--- config.mk ---
export PLATFORM = sky130hd
export DESIGN_NAME = oam_dma_flat
export DESIGN_NICKNAME = d
export VERILOG_FILES = /design/src/rtl/oam_dma_pkg.sv /design/src/rtl/oam_dma_if.sv /design/src/rtl/oam_dma.sv /design/src/flat_wrapper.sv
export SDC_FILE = /design/constraint.sdc
export NUM_CORES = 1
export LEC_CHECK = 0
export CAP_MARGIN = 30
export CORE_MARGIN = 3
export CORE_UTILIZATION = 45
export DETAILED_ROUTE_END_ITERATION = 8
export GPL_ROUTABILITY_DRIVEN = 0
export HOLD_SLACK_MARGIN = 0.03
export MAX_ROUTING_LAYER = met4
export PLACE_DENSITY_LB_ADDON = 0.15
export SYNTH_ARGS = -nofsm -noshare
export SYNTH_HDL_FRONTEND = slang
export SYNTH_SLANG_ARGS = --single-unit
--- constraint.sdc ---
create_clock -name clock -period 3.3 [get_ports clock]
set_input_delay 0.825 -clock clock [delete_from_list [all_inputs] [get_ports clock]]
set_output_delay 0.825 -clock clock [all_outputs]
set_load 0.1 [all_outputs]
--- src/rtl/oam_dma_pkg.sv ---
// Shared constants and state encoding for the sprite-attribute DMA engine.
package oam_dma_pkg;
  localparam int ADDR_W = 16;
  localparam int DATA_W = 8;

  localparam logic [ADDR_W-1:0] DMA_REG_DEF  = 16'h4014;
  localparam logic [ADDR_W-1:0] OAM_PORT_DEF = 16'h2004;

  typedef enum logic [2:0] {
    IDLE  = 3'd0,
    ALIGN = 3'd1,
    READ  = 3'd2,
    WRITE = 3'd3,
    DONE  = 3'd4
  } state_t;
endpackage

--- src/rtl/oam_dma_if.sv ---
// CPU-side and memory-side bus seen by the DMA engine; master is the engine.
interface oam_dma_if;
  import oam_dma_pkg::*;
  logic [ADDR_W-1:0] cpu_address;
  logic [DATA_W-1:0] cpu_o_data;
  logic              cpu_we;
  logic [DATA_W-1:0] cpu_i_data;
  logic              cpu_locked;
  logic [ADDR_W-1:0] mem_address;
  logic [DATA_W-1:0] mem_o_data;
  logic              mem_we;
  logic [DATA_W-1:0] mem_i_data;

  modport master (
    input  cpu_address, cpu_o_data, cpu_we, mem_i_data,
    output cpu_i_data, cpu_locked, mem_address, mem_o_data, mem_we
  );
  modport slave (
    output cpu_address, cpu_o_data, cpu_we, mem_i_data,
    input  cpu_i_data, cpu_locked, mem_address, mem_o_data, mem_we
  );
endinterface

--- src/rtl/oam_dma.sv ---
// OAM DMA: passes the cpu bus through in IDLE; on a write to DMA_REG it halts
// the cpu and copies one 256-byte page to OAM_PORT as read/write pairs.
module oam_dma
  import oam_dma_pkg::*;
#(
  parameter logic [ADDR_W-1:0] DMA_REG      = DMA_REG_DEF,
  parameter logic [ADDR_W-1:0] OAM_PORT     = OAM_PORT_DEF,
  parameter int                ALIGN_CYCLES = 1
) (
  input  logic      clock,
  input  logic      resetn,
  input  logic      locked,
  output logic      busy,
  oam_dma_if.master bus
);
  localparam logic [1:0] ALIGN_LAST = 2'(ALIGN_CYCLES - 1);

  state_t            state;
  logic [DATA_W-1:0] page;
  logic [DATA_W-1:0] cnt;
  logic [1:0]        align_cnt;

  always_ff @(posedge clock or negedge resetn) begin
    if (!resetn) begin
      state     <= IDLE;
      page      <= '0;
      cnt       <= '0;
      align_cnt <= '0;
    end else if (locked) begin
      case (state)
        IDLE: if (bus.cpu_we && bus.cpu_address == DMA_REG) begin
          page      <= bus.cpu_o_data;
          cnt       <= '0;
          align_cnt <= '0;
          state     <= ALIGN;
        end
        ALIGN: begin
          if (align_cnt == ALIGN_LAST) state <= READ;
          else                         align_cnt <= align_cnt + 2'd1;
        end
        READ: state <= WRITE;
        WRITE: begin
          // 8-bit wrap keeps the source inside the page; cnt ends back at 0
          cnt   <= cnt + 8'd1;
          state <= (cnt == 8'hFF) ? DONE : READ;
        end
        DONE:    state <= IDLE;
        default: state <= IDLE;
      endcase
    end
  end

  assign busy           = (state != IDLE);
  assign bus.cpu_locked = locked && (state == IDLE);
  assign bus.cpu_i_data = bus.mem_i_data;

  // Registered memory returns the READ byte during WRITE, so forward it directly
  always_comb begin
    bus.mem_address = bus.cpu_address;
    bus.mem_o_data  = bus.cpu_o_data;
    bus.mem_we      = 1'b0;
    case (state)
      IDLE:  bus.mem_we = bus.cpu_we;
      READ:  bus.mem_address = {page, cnt};
      WRITE: begin
        bus.mem_address = OAM_PORT;
        bus.mem_o_data  = bus.mem_i_data;
        bus.mem_we      = 1'b1;
      end
      default: ;
    endcase
  end
endmodule

--- src/flat_wrapper.sv ---
// flat-port wrapper written by rule: the top's interface ports become plain ports
module oam_dma_flat import oam_dma_pkg::*;
#(
  parameter logic [ADDR_W-1:0] DMA_REG      = DMA_REG_DEF,
  parameter logic [ADDR_W-1:0] OAM_PORT     = OAM_PORT_DEF,
  parameter int                ALIGN_CYCLES = 1
)
  (clock, resetn, locked, busy, bus_cpu_address, bus_cpu_o_data, bus_cpu_we, bus_mem_i_data, bus_cpu_i_data, bus_cpu_locked, bus_mem_address, bus_mem_o_data, bus_mem_we);
  oam_dma_if bus_i ();
  input  logic clock;
  input  logic resetn;
  input  logic locked;
  output logic busy;
  input wire logic [$bits(bus_i.cpu_address)-1:0] bus_cpu_address;
  input wire logic [$bits(bus_i.cpu_o_data)-1:0] bus_cpu_o_data;
  input wire logic [$bits(bus_i.cpu_we)-1:0] bus_cpu_we;
  input wire logic [$bits(bus_i.mem_i_data)-1:0] bus_mem_i_data;
  output wire logic [$bits(bus_i.cpu_i_data)-1:0] bus_cpu_i_data;
  output wire logic [$bits(bus_i.cpu_locked)-1:0] bus_cpu_locked;
  output wire logic [$bits(bus_i.mem_address)-1:0] bus_mem_address;
  output wire logic [$bits(bus_i.mem_o_data)-1:0] bus_mem_o_data;
  output wire logic [$bits(bus_i.mem_we)-1:0] bus_mem_we;
  assign bus_i.cpu_address = bus_cpu_address;
  assign bus_i.cpu_o_data = bus_cpu_o_data;
  assign bus_i.cpu_we = bus_cpu_we;
  assign bus_i.mem_i_data = bus_mem_i_data;
  assign bus_cpu_i_data = bus_i.cpu_i_data;
  assign bus_cpu_locked = bus_i.cpu_locked;
  assign bus_mem_address = bus_i.mem_address;
  assign bus_mem_o_data = bus_i.mem_o_data;
  assign bus_mem_we = bus_i.mem_we;
  oam_dma #(.DMA_REG(DMA_REG), .OAM_PORT(OAM_PORT), .ALIGN_CYCLES(ALIGN_CYCLES)) u_core (.clock(clock), .resetn(resetn), .locked(locked), .busy(busy), .bus(bus_i));
endmodule
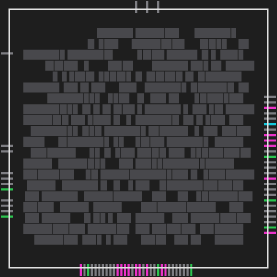
Figure 1: run 1, I/O pins on the die edge.
Drawn at 4 px/µm. Pins as bars across the die edge, other pins in gray.
[magenta] `bus_cpu_address` | pins: 16 | direction: input | edge: 10 bottom, 6 right
[green] `bus_cpu_i_data` | pins: 8 | direction: output | edge: 3 right, 3 bottom, 2 left
[cyan] `bus_cpu_locked` | pins: 1 | direction: output | edge: right
all pins by edge: 31 bottom, 26 right, 11 left, 3 top

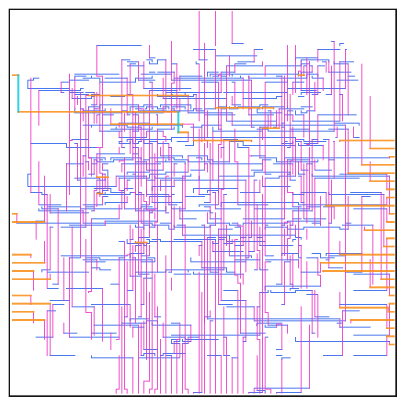
Figure 2: run 1, wiring by layer.
Drawn at 6 px/µm.
[magenta] M2 | wire length: 2410 µm
[cyan] M4 | wire length: 9.50 µm
[orange] M3 | wire length: 241 µm
[blue] M1 | wire length: 1820 µm
vias post-DR: 1562
WL per Instance: 15.5 µm
final WL: 4480 µm
Total Routing Usage GR: 24.4%

==> impl_metrics.ini, run 1 <==
; physical design summary
[outcome]
status = finished, final reports clean

[synthesis]
yosysTopAreaCell = dfrtp_1
mux_area_share_pct = 14.9
yosysUniqueCellTypes = 36
ys_seq_share_pct = 34.4
yosys.area_share.adder_pct = 1.64
synth-xor-area-share_pct = 0.574
logic_family = simple AND/OR/NAND/NOR gates
async_reset_ff_share_pct = 100
yosys.area.top_type_share_pct = 34.4
ff_type = dfrtp_1
synth-compound-area-share_pct = 13.6
topCellsByArea = dfrtp_1 34%, nand2_1 11%, mux2_2 10%
common_cells = 43 x nand2_1, 23 x o21ai_0, 21 x dfrtp_1
synth_dominant_cell_count = nand2_1

[cts]
cts_max_level = 1
clockBufferDepth = 2
cts_tree = done
cts_sinks = 21
numCtsBuffers = 3

[pwr]
pg_comb_mw = 2.04
p_seq_share_pct = 15.4
p_total_mw = 2.57
p_leak_nw = 1.08
powerDensity_mw_per_mm2 = 1020
internal-power_mw = 1.05
p_sw_mw = 1.52
clock_power_share_pct = 4.9
ir_drop_mv = 0.730
power_clock_mw = 0.126

[worst_setup_path]
rr_endpoint = u_core.page[2]
crit_end = bus_cpu_locked
r2r_cells = 4
cp_cell_sequence = clkdlybuf4s50_1 -> or3b_1 -> nor2_2 -> buf_12
crit_cells = 4
r2r_start = u_core.state[1]
worstPathRequired_ns = 2.47
end_kind = output pin
crit_slowest_cell = or3b_1
worstSetupPathType = in2out
cpLargestDelayFamily = simple AND/OR/NAND/NOR gates

[routing]
dr_wl_met2_um = 2400
ant_nets = 0
drt-met1-wl_um = 1820
drc = 0

[final_timing]
grt_setup_unrepaired = false
finalSetupViolCount = 0
finClkSkew_ns = 0.00549
slew_headroom_pct = 62.4
drv_slew = 0
worst_pin_slew_ns = 0.563
min_period_ns = 2.98
fmax_mhz = 336
tns_ns = 0

[place]
numPlacedInstances = 285

[global_routing]
first_global_vias = 1570
top_usage_layer = met2
grt_first_pass_wirelength_um = 7720
met1_usage_pct = 29.6

[finish]
final_common_cell = nand2_1
lay_top_cells = 43 x nand2_1, 35 x clkdlybuf4s50_1, 30 x buf_12
diodes = 0
non_clock_buffer_area_share_pct = 40.8
fin_util_pct = 79.7
comb_share_pct = 34.0
clkbuf_count = 4
stdcell_area_mm2 = 0.00251
area_growth_pct = 64.7
nNetsFinal = 284
drive_gt1_share_pct = 25.3
comb_cells = 138

[floorplan]
die_x_um = 64.2
design.core.area_mm2 = 0.00315
chipArea_mm2 = 0.00413
initCoreUtil_pct = 48.4
die_h_um = 64.2

[worst_hold_path]
min_from = u_core.cnt[7]
holdCritPathClass = reg2reg
hold_depth = 1

[flow_run]
max_cap_violations = 0
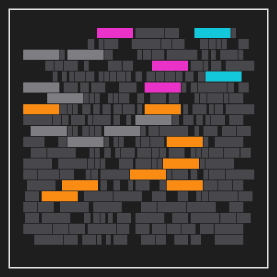
Figure 3: run 1, sequential cells colored by netlist name.
Drawn at 4 px/µm. Other sequential cells in the stronger gray, the rest of the logic in the fainter gray.
[cyan] `u_core.align_cnt` | sequential cells: 2
[magenta] `u_core.state` | sequential cells: 3
[orange] `u_core.page` | sequential cells: 8

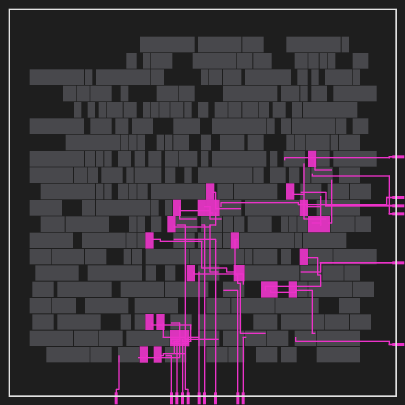
Figure 4: run 1, I/O nets highlighted.
Drawn at 6 px/µm.
[magenta] `bus_cpu_address` | direction: input | edge: 10 bottom, 6 right | end cells: 21 | wire: 506 µm
IO buf count: 70
I/O pin count: 71

==> inputs of run 2 (changes only) <==
Settings changed: PLACE_DENSITY set to 0.87, PLACE_DENSITY_LB_ADDON 0.15 to not set.
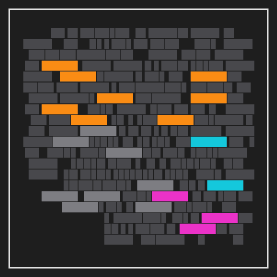
Figure 5: run 2, sequential cells colored by netlist name.
Drawn at 4 px/µm. Other sequential cells in the stronger gray, the rest of the logic in the fainter gray.
[orange] `u_core.page` | sequential cells: 8
[magenta] `u_core.state` | sequential cells: 3
[cyan] `u_core.align_cnt` | sequential cells: 2
not colored: 8

==> run 2 against run 1 <==
Against the previous run:
- global-route usage shrank 0.59 points
- hold slack is essentially flat
- critical endpoint unchanged
- via count rose by 3.6%
- non-clock buffer count is 2 higher
- clock power about the same
- critical path type unchanged
==> impl_metrics.ini, run 2 <==
; physical design summary
[outcome]
status = finished, final reports clean

[synthesis]
topCellsByArea = dfrtp_1 34%, nand2_1 11%, mux2_2 10%
yosys.area_share.adder_pct = 1.64
synth_dominant_cell_count = nand2_1
mux_area_share_pct = 14.9
ys_seq_share_pct = 34.4
synth-compound-area-share_pct = 13.6
synth-xor-area-share_pct = 0.574
logic_family = simple AND/OR/NAND/NOR gates
ff_type = dfrtp_1

[final_timing]
slew_headroom_pct = 67.8
finClkSkew_ns = 0.00526
worst_pin_slew_ns = 0.483
fmax_mhz = 331
drv_slew = 0
min_period_ns = 3.02
finalSetupViolCount = 0

[pwr]
clock_power_share_pct = 4.8
p_leak_nw = 1.09
p_total_mw = 2.60
power_clock_mw = 0.126
internal-power_mw = 1.06
p_sw_mw = 1.54
ir_drop_mv = 0.748

[cts]
numCtsBuffers = 3
cts_sinks = 21
clockBufferDepth = 2
cts_tree = done

[floorplan]
chipArea_mm2 = 0.00413
initCoreUtil_pct = 48.4
design.core.area_mm2 = 0.00315
io_pins = 71

[finish]
diodes = 0
comb_cells = 138
lay_top_cells = 43 x nand2_1, 35 x clkdlybuf4s50_1, 30 x buf_12
clkbuf_count = 4
stdcell_area_mm2 = 0.00253
area_growth_pct = 65.7
fin_util_pct = 80.2

[routing]
via_count = 1618
drt-met1-wl_um = 1840
wl_um = 4760
wl_per_cell_um = 16.4
ant_nets = 0

[worst_setup_path]
crit_slowest_cell = or3b_1
cp_cell_sequence = clkdlybuf4s50_1 -> or3b_1 -> nor2_2 -> buf_12
end_kind = output pin
crit_cells = 4
r2r_cells = 4
worstSetupPathType = in2out
rr_endpoint = u_core.page[2]
r2r_start = u_core.state[1]

[global_routing]
top_usage_layer = met2
grtUsageTotal_pct = 23.8
grt_first_pass_wirelength_um = 7510

[worst_hold_path]
min_from = u_core.cnt[7]
holdCritPathClass = reg2reg

[place]
numPlacedInstances = 287

[flow_run]
max_cap_violations = 0
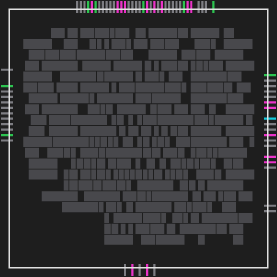
Figure 6: run 2, I/O pins on the die edge.
Drawn at 4 px/µm. Pins as bars across the die edge, other pins in gray.
[magenta] `bus_cpu_address` | pins: 16 | direction: input | edge: 9 top, 5 right, 2 bottom
[green] `bus_cpu_i_data` | pins: 8 | direction: output | edge: 5 top, 2 left, 1 right
[cyan] `bus_cpu_locked` | pins: 1 | direction: output | edge: right
all pins by edge: 36 top, 18 right, 12 left, 5 bottom
DIE HEIGHT: 64.2 µm
die width: 64.2 µm

Power and IR drop assume default switching activity.
